<file path="config.mk">
export PLATFORM = sky130hd
export DESIGN_NAME = core5_cpu_4_dct_unpacker_flat
export DESIGN_NICKNAME = d
export VERILOG_FILES = /design/src/rtl/core5_cpu_4_dct_unpacker_pkg.sv /design/src/rtl/core5_cpu_4_dct_unpacker_if.sv /design/src/rtl/core5_cpu_4_dct_unpacker.sv /design/src/flat_wrapper.sv
export SDC_FILE = /design/constraint.sdc
export NUM_CORES = 1
export LEC_CHECK = 0
export CORE_ASPECT_RATIO = 1.5
export CORE_MARGIN = 5
export CORE_UTILIZATION = 47
export CTS_BUF_LIST = sky130_fd_sc_hd__clkbuf_4 sky130_fd_sc_hd__clkbuf_8
export CTS_CLUSTER_SIZE = 12
export DETAILED_ROUTE_END_ITERATION = 8
export GPL_TIMING_DRIVEN = 0
export PLACE_DENSITY = 0.78
export SLEW_MARGIN = 40
export SYNTH_ARGS = -nofsm -noshare
export SYNTH_HDL_FRONTEND = slang
export SYNTH_SLANG_ARGS = --single-unit
</file>
<file path="constraint.sdc">
create_clock -name clk -period 2.1 [get_ports clk]
set_clock_uncertainty 0.1 [all_clocks]
set_input_delay 0.315 -clock clk [delete_from_list [all_inputs] [get_ports clk]]
set_output_delay 0.315 -clock clk [all_outputs]
set_load 0.01 [all_outputs]
</file>
<file path="src/rtl/core5_cpu_4_dct_unpacker_pkg.sv">
// core5_dct_pkg
// Shared widths and state encoding for the CPU 4 OCI data-trace unpacker.
//   SYM_W  - width of one trace symbol
//   SLOTS  - symbol slots per packed packet
//   BUF_W  - packed buffer width, derived from SYM_W*SLOTS
//   CNT_W  - width of the per-packet symbol count
package core5_dct_pkg;

   localparam int SYM_W = 2;
   localparam int SLOTS = 15;
   localparam int BUF_W = SYM_W * SLOTS;
   localparam int CNT_W = 4;

   typedef enum logic [1:0] {
      ST_IDLE  = 2'd0,
      ST_SHIFT = 2'd1,
      ST_DONE  = 2'd2
   } dct_state_e;

endpackage

</file>
<file path="src/rtl/core5_cpu_4_dct_unpacker_if.sv">
// core5_cpu_4_dct_unpacker_if
// Packet-in / symbol-out handshake bundle of the trace unpacker.
//   dct_buffer, dct_count, dct_valid, dct_ready - packed packet channel
//   sym_data, sym_valid, sym_ready, sym_last    - serial symbol channel
// slave  : the unpacker's view (consumes packets, produces symbols)
// master : the environment's view (produces packets, sinks symbols)
import core5_dct_pkg::*;

interface core5_cpu_4_dct_unpacker_if;

   logic [BUF_W-1:0] dct_buffer;
   logic [CNT_W-1:0] dct_count;
   logic             dct_valid;
   logic             dct_ready;
   logic [SYM_W-1:0] sym_data;
   logic             sym_valid;
   logic             sym_ready;
   logic             sym_last;

   modport slave (
      input  dct_buffer, dct_count, dct_valid, sym_ready,
      output dct_ready, sym_data, sym_valid, sym_last
   );

   modport master (
      output dct_buffer, dct_count, dct_valid, sym_ready,
      input  dct_ready, sym_data, sym_valid, sym_last
   );

endinterface

</file>
<file path="src/rtl/core5_cpu_4_dct_unpacker.sv">
// core5_cpu_4_dct_unpacker
// Replays packed OCI data-trace packets as a serial 2-bit symbol stream,
// LSB slot first, and reports drained once end-of-test is reached with no
// symbols left.
//   clk         - system clock, rising edge
//   reset_n     - asynchronous active-low reset
//   dct_if      - packet / symbol handshake bundle (slave modport)
//   test_ending - end-of-test request, sticky once seen
//   sym_total   - saturating count of symbol handshakes since reset
//   drained     - end-of-test reached and nothing pending
//
// state    | meaning
// ---------+-------------------------------------------------------------
// ST_IDLE  | waiting for a packet, dct_ready high unless ending
// ST_SHIFT | emitting symbols from shreg, remaining_q symbols left
// ST_DONE  | end of test reached and stream drained; held until reset
import core5_dct_pkg::*;

module core5_cpu_4_dct_unpacker #(
   parameter int TOT_W = 16
) (
   input  logic                    clk,
   input  logic                    reset_n,
   core5_cpu_4_dct_unpacker_if.slave dct_if,
   input  logic                    test_ending,
   output logic [TOT_W-1:0]        sym_total,
   output logic                    drained
);

   dct_state_e        state_q, state_d;
   logic [BUF_W-1:0]  shreg_q, shreg_d;
   logic [CNT_W-1:0]  remaining_q, remaining_d;
   logic [TOT_W-1:0]  sym_total_q, sym_total_d;
   logic              ending_q, ending_d;

   logic ending_now;
   logic sym_valid;
   logic last_sym;
   logic sym_hs;
   logic dct_ready;
   logic load;

   // A request seen this cycle already blocks acceptance, so a packet offered
   // together with test_ending is never taken.
   assign ending_now = ending_q | test_ending;
   assign sym_valid  = (state_q == ST_SHIFT);
   assign last_sym   = (remaining_q == CNT_W'(1));
   assign sym_hs     = sym_valid & dct_if.sym_ready;

   // Reload in the same cycle the last symbol leaves, so packets stream
   // without a bubble; this makes dct_ready combinational from sym_ready.
   assign dct_ready  = !ending_now &&
                       ((state_q == ST_IDLE) || (sym_valid && last_sym && dct_if.sym_ready));
   assign load       = dct_if.dct_valid && dct_ready && (dct_if.dct_count != '0);

   always_comb begin
      state_d     = state_q;
      shreg_d     = shreg_q;
      remaining_d = remaining_q;
      ending_d    = ending_now;
      sym_total_d = sym_total_q;

      if (sym_hs && !(&sym_total_q))
         sym_total_d = sym_total_q + TOT_W'(1);

      unique case (state_q)
         ST_IDLE: begin
            if (ending_now) begin
               state_d = ST_DONE;
            end else if (load) begin
               shreg_d     = dct_if.dct_buffer;
               remaining_d = dct_if.dct_count;
               state_d     = ST_SHIFT;
            end
         end
         ST_SHIFT: begin
            if (sym_hs) begin
               if (last_sym) begin
                  if (load) begin
                     shreg_d     = dct_if.dct_buffer;
                     remaining_d = dct_if.dct_count;
                  end else begin
                     shreg_d     = shreg_q >> SYM_W;
                     remaining_d = '0;
                     state_d     = ending_now ? ST_DONE : ST_IDLE;
                  end
               end else begin
                  shreg_d     = shreg_q >> SYM_W;
                  remaining_d = remaining_q - CNT_W'(1);
               end
            end
         end
         ST_DONE: state_d = ST_DONE;
         default: state_d = ST_IDLE;
      endcase
   end

   always_ff @(posedge clk or negedge reset_n) begin
      if (!reset_n) begin
         state_q     <= ST_IDLE;
         shreg_q     <= '0;
         remaining_q <= '0;
         sym_total_q <= '0;
         ending_q    <= 1'b0;
      end else begin
         state_q     <= state_d;
         shreg_q     <= shreg_d;
         remaining_q <= remaining_d;
         sym_total_q <= sym_total_d;
         ending_q    <= ending_d;
      end
   end

   assign dct_if.dct_ready = dct_ready;
   assign dct_if.sym_valid = sym_valid;
   assign dct_if.sym_data  = sym_valid ? shreg_q[SYM_W-1:0] : '0;
   assign dct_if.sym_last  = sym_valid & last_sym;
   assign sym_total        = sym_total_q;
   assign drained          = (state_q == ST_DONE);

endmodule

</file>
<file path="src/flat_wrapper.sv">
// flat-port wrapper written by rule: the top's interface ports become plain ports
module core5_cpu_4_dct_unpacker_flat 
#(
   parameter int TOT_W = 16
)
  (clk, reset_n, test_ending, sym_total, drained, dct_if_dct_buffer, dct_if_dct_count, dct_if_dct_valid, dct_if_sym_ready, dct_if_dct_ready, dct_if_sym_data, dct_if_sym_valid, dct_if_sym_last);
  core5_cpu_4_dct_unpacker_if dct_if_i ();
  input  logic clk;
  input  logic reset_n;
  input  logic test_ending;
  output logic [TOT_W-1:0] sym_total;
  output logic drained;
  input wire logic [$bits(dct_if_i.dct_buffer)-1:0] dct_if_dct_buffer;
  input wire logic [$bits(dct_if_i.dct_count)-1:0] dct_if_dct_count;
  input wire logic [$bits(dct_if_i.dct_valid)-1:0] dct_if_dct_valid;
  input wire logic [$bits(dct_if_i.sym_ready)-1:0] dct_if_sym_ready;
  output wire logic [$bits(dct_if_i.dct_ready)-1:0] dct_if_dct_ready;
  output wire logic [$bits(dct_if_i.sym_data)-1:0] dct_if_sym_data;
  output wire logic [$bits(dct_if_i.sym_valid)-1:0] dct_if_sym_valid;
  output wire logic [$bits(dct_if_i.sym_last)-1:0] dct_if_sym_last;
  assign dct_if_i.dct_buffer = dct_if_dct_buffer;
  assign dct_if_i.dct_count = dct_if_dct_count;
  assign dct_if_i.dct_valid = dct_if_dct_valid;
  assign dct_if_i.sym_ready = dct_if_sym_ready;
  assign dct_if_dct_ready = dct_if_i.dct_ready;
  assign dct_if_sym_data = dct_if_i.sym_data;
  assign dct_if_sym_valid = dct_if_i.sym_valid;
  assign dct_if_sym_last = dct_if_i.sym_last;
  core5_cpu_4_dct_unpacker #(.TOT_W(TOT_W)) u_core (.clk(clk), .reset_n(reset_n), .dct_if(dct_if_i), .test_ending(test_ending), .sym_total(sym_total), .drained(drained));
endmodule
</file>
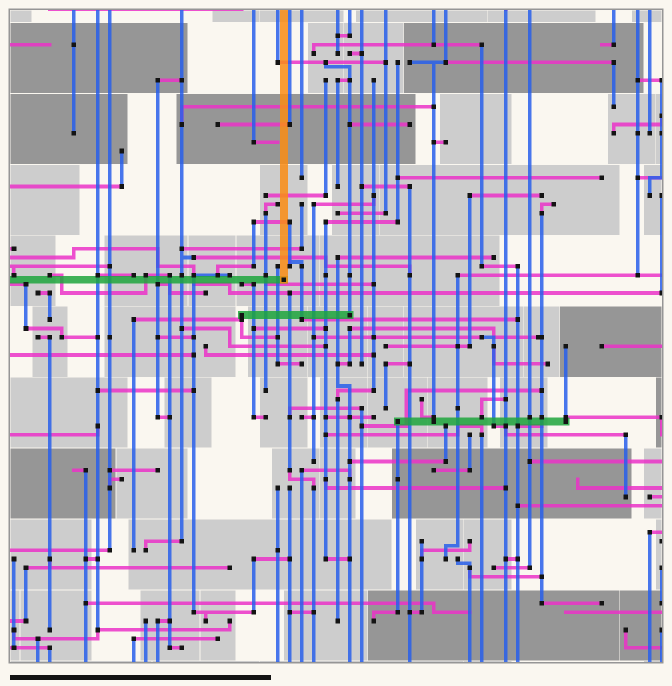
Run 1: layout detail
The bar under the picture is 10 um long. Window x 24 to 49, y 19 to 44 um. Cells in gray, sequential cells in the stronger gray; small squares are vias.
metal 2: drawn in blue. metal 1: drawn in magenta. metal 3: drawn in green. metal 4: drawn in orange.
44 logic cells have their middle in the window. Netlist names of flops here include u_core.remaining_q (3). Most frequent: a21oi_1 (7), nand2_1 (4), dfrtp_1 (4). Sequential cells in the window: 5.

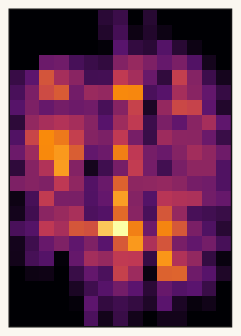
Run 1: wiring heat map
15 x 21 tiles, from black (low) to pale yellow (high), scaled to the fullest tile. Values are wire area over tile area, all layers added.
The fullest tile reaches 0.52. The emptiest ninth of the die: lower left. 18% of the tiles are nearly empty. 15% of the tiles are over half the peak.
average wire length per cell after detail routing: 15.8 um
global router's overall resource usage: 17.4%

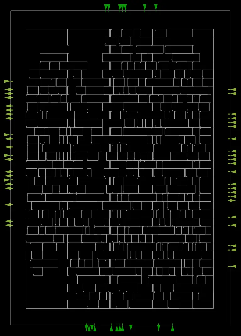
Run 1: placed standard cells
n_taps: 72
total of fill cells in the finished design: 475
count of standard-cell rows: 34
Non-Filler Instances: 411
registers: 53

==> datasheet_impl.txt, run 1 <==
Implementation parameters

Parameter                              Value

Run status
  Result of the run    complete, no violations

Synthesis
  Area share of and/or/nand/nor cells after synthesis    14.0%
  Number of warnings issued by yosys    0
  Cell with the most instances after synthesis    a21oi_1
  Area fraction in mux cells    around a tenth
  Mapped Avg Cell Area    10.6 um^2
  Synthesized Nets    303
  Synth Area in Compound Gates    16.6%
  Cell Type Count    42
  Area share, top type    48.0%
  Yosys cell count    261
  Fraction of synthesized cell area in xor and xnor cells    4.76%
  Number of flops mapped to enable cells by yosys    0
  Most instantiated flip-flop cell in the synthesis netlist    dfrtp_1
  Sequential element share of the synthesized area    48.0%
  Most numerous cell types in the synthesized netlist    60 x a21oi_1, 53 x dfrtp_1, 28 x mux2i_1
  Async S/R FF share, synth    100%
  Register bit total from synthesis    53

Route
  Amount of wire on met3 after detailed routing    378 um
  Drt pass-1 iters    4
  Via count    2252
  Final antenna-violating net count    0
  Iter 0 DRT Violations    65
  Final wirelength    6490 um

Layout
  Final net count    380
  Commonest Layout Cell    a21oi_1
  Clk_buf instances    5
  Fraction of layout cells with a size suffix above 1    between 10% and 20%
  Multi-input combinational cell count    186
  Comb/total area    roughly 36%
  Highest-count cells in the layout ignoring fill and taps    60 x a21oi_1, 52 x clkdlybuf4s50_1, 52 x dfrtp_1
  Relative area of clock buffers and inverters in the final design    approximately 2.5%
  Inverter tally of the final layout excluding the clock network    7
  Cell class with the largest area share    combinational gates
  Flop share of the area    35.5%

Power
  Combinational-cell power consumption    between 0.2 and 0.25 mW
  Net switching power    between 0.4 and 0.5 mW
  Logic pwr share    11.1%
  Leakage Power    1.85 nW
  Maximum ir drop on the vdd rail    0.369 mV
  Flop pwr share    57.8%

Final timing
  Worst-case hold slack    approximately 0.29 ns
  Least-Margin Pin Slew    0.541 ns
  Period utilisation layout    96.9%
  Max-slew headroom at the worst pin    a little under two thirds
  Final Hold Viols    0

Critical path
  Worst EP arrival    2.14 ns
  Crit path launch type    primary input
  Delay-heaviest family, CP    buffers and inverters
  CP required    2.21 ns
  CP Capture Type    flip-flop
  Worst Setup Path Type    primary input to flip-flop

Floorplanning
  Core region area    0.00574 mm^2
  Die width    between 70 and 80 um
  Number of I/O pins    61

Global routing
  Pin count of the biggest net entering global routing    40
  Routing usage on met2    29.5%
  GRT Residual Overflow    0
  Via count of the first global-routing pass    2330
  Met3 track demand over resource    4.06%

Clocking
  Buffer depth of the longest clock path    2
  Post-CTS sizing    23
  Clock buffers created by TritonCTS    5
  Clock-pin slew on the worst setup and hold paths    0.10 ns
  H-tree levels    2
  TritonCTS clock tree    built

Worst hold path
  HP Class    primary input to asynchronous set/reset pin

Placed design
  Post-Place Cells    slightly below 400
  Placed inst area    roughly 0.0035 mm^2
  Pre-CTS WS    -0.500 ns

Job
  Number of maximum-capacitance violations    0
-- run 1: worst paths after layout --
kind	from	endpoint	slack, ns	depth (start not counted)
max reg2reg	u_core.remaining_q[1]$_DFFE_PN0P_	u_core.shreg_q[25]$_DFFE_PN0P_	0.10	8
max in group asynchronous	reset_n	u_core.sym_total[10]$_DFFE_PN0P_	1.14	3
min reg2reg	u_core.sym_total[14]$_DFFE_PN0P_	u_core.sym_total[14]$_DFFE_PN0P_	0.41	1
min in group clk	u_core.sym_total[14]$_DFFE_PN0P_	u_core.sym_total[14]$_DFFE_PN0P_	0.41	1
min	reset_n	u_core.shreg_q[3]$_DFFE_PN0P_	0.29	2
max	dct_if_dct_valid	u_core.shreg_q[18]$_DFFE_PN0P_	0.07	8
Run 1, gate-type map:
The bar under the picture is 20 um long.
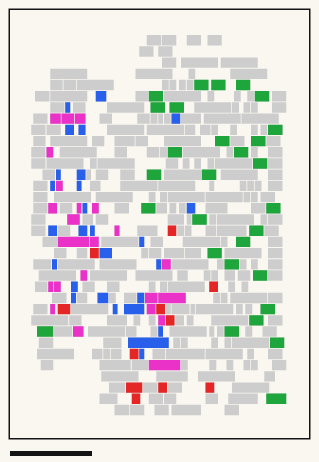

--- run 2 (diff from run 1) ---
--- a/config.mk
+++ b/config.mk
@@ -13,6 +13,7 @@
 export DETAILED_ROUTE_END_ITERATION = 8
 export GPL_TIMING_DRIVEN = 0
 export PLACE_DENSITY = 0.78
+export SKIP_LAST_GASP = 1
 export SLEW_MARGIN = 40
 export SYNTH_ARGS = -nofsm -noshare
 export SYNTH_HDL_FRONTEND = slang
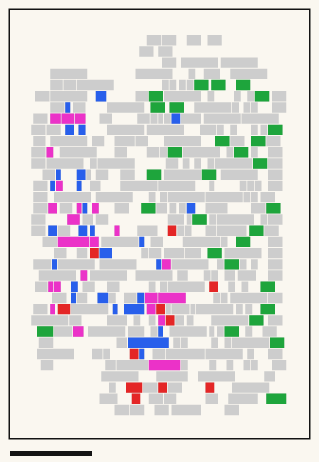
Run 2: gate-type map
The bar under the picture is 20 um long.
AND and OR gates: drawn in red, cells 11. multiplexers: drawn in green, cells 29. NAND gates: drawn in blue, cells 27. NOR gates: drawn in magenta, cells 23.
Comb/total area: 36.4%
Commonest Layout Cell: a21oi_1

==> run 2 against run 1 <==
  * Total power hardly changed
  * Fmax grew 0.53%
  * Global-route usage barely moved
  * Cell count is 0.24% lower
  * Count of clock-buffer cells in the layout stayed put
  * Combinational power hardly changed
  * Core utilization fell by 0.13 points
  * Largest cell class unchanged
  * Highest routed layer unchanged
==> datasheet_impl.txt, run 2 <==
Implementation parameters

Parameter                              Value

Route
  Iter 0 DRT Violations    approximately 60
  Average wire length per cell after detail routing    15.8 um
  Final antenna-violating net count    0
  Final wirelength    6490 um
  Drt pass-1 iters    4
  Amount of wire on met3 after detailed routing    around 390 um

Placed design
  Post-Place Cells    394
  Pre-CTS WS    -0.500 ns
  Placed inst area    0.00347 mm^2

Floorplanning
  Number of I/O pins    61
  Count of standard-cell rows    34
  N_taps    72
  Core region area    0.00574 mm^2
  Die width    72.6 um

Layout
  Clk_buf instances    5
  Final net count    approximately 380
  Cell class with the largest area share    combinational gates
  Registers    53
  Multi-input combinational cell count    186
  Non-Filler Instances    roughly 400
  Relative area of clock buffers and inverters in the final design    ~2.5%
  Flop share of the area    35.6%
  Highest-count cells in the layout ignoring fill and taps    60 x a21oi_1, 52 x clkdlybuf4s50_1, 52 x dfrtp_1

Global routing
  Pin count of the biggest net entering global routing    40
  Via count of the first global-routing pass    2325
  GRT Residual Overflow    0
  Routing usage on met2    29.4%

Clocking
  TritonCTS clock tree    built
  H-tree levels    2
  Buffer depth of the longest clock path    2
  Clock buffers created by TritonCTS    5
  Post-CTS sizing    19

Synthesis
  Number of warnings issued by yosys    0
  Yosys cell count    261
  Synthesized Nets    about 300
  Register bit total from synthesis    ~53
  Async S/R FF share, synth    100%
  Sequential element share of the synthesized area    48.0%
  Synth Area in Compound Gates    16.6%
  Area share, top type    48.0%

Power
  Flop pwr share    roughly 58%
  Net switching power    about 0.48 mW
  Leakage Power    1.86 nW
  Combinational-cell power consumption    0.211 mW

Final timing
  Max-slew headroom at the worst pin    63.2%
  Worst-case hold slack    about 0.29 ns
  Period utilisation layout    96.4%
  Least-Margin Pin Slew    0.547 ns

Run status
  Result of the run    complete, no violations

Critical path
  CP Capture Type    flip-flop
  Delay-heaviest family, CP    buffers and inverters
  CP required    roughly 2.2 ns
  Crit path launch type    primary input

Job
  Number of maximum-capacitance violations    0
## run 2: path summary, 6_finish.rpt
kind / startpoint / to / slack [ns] / depth (start not counted)
worst max-delay path: dct_if_dct_valid / u_core.remaining_q[1]$_DFFE_PN0P_ / 0.08 / 8
worst min-delay path: reset_n / u_core.shreg_q[3]$_DFFE_PN0P_ / 0.29 / 2
worst max register to register: u_core.remaining_q[1]$_DFFE_PN0P_ / u_core.shreg_q[25]$_DFFE_PN0P_ / 0.10 / 8
worst min register to register: u_core.sym_total[14]$_DFFE_PN0P_ / u_core.sym_total[14]$_DFFE_PN0P_ / 0.41 / 1
max in group asynchronous: reset_n / u_core.sym_total[10]$_DFFE_PN0P_ / 1.14 / 3
min in group clk: u_core.sym_total[14]$_DFFE_PN0P_ / u_core.sym_total[14]$_DFFE_PN0P_ / 0.41 / 1
Power and IR drop assume default switching activity.
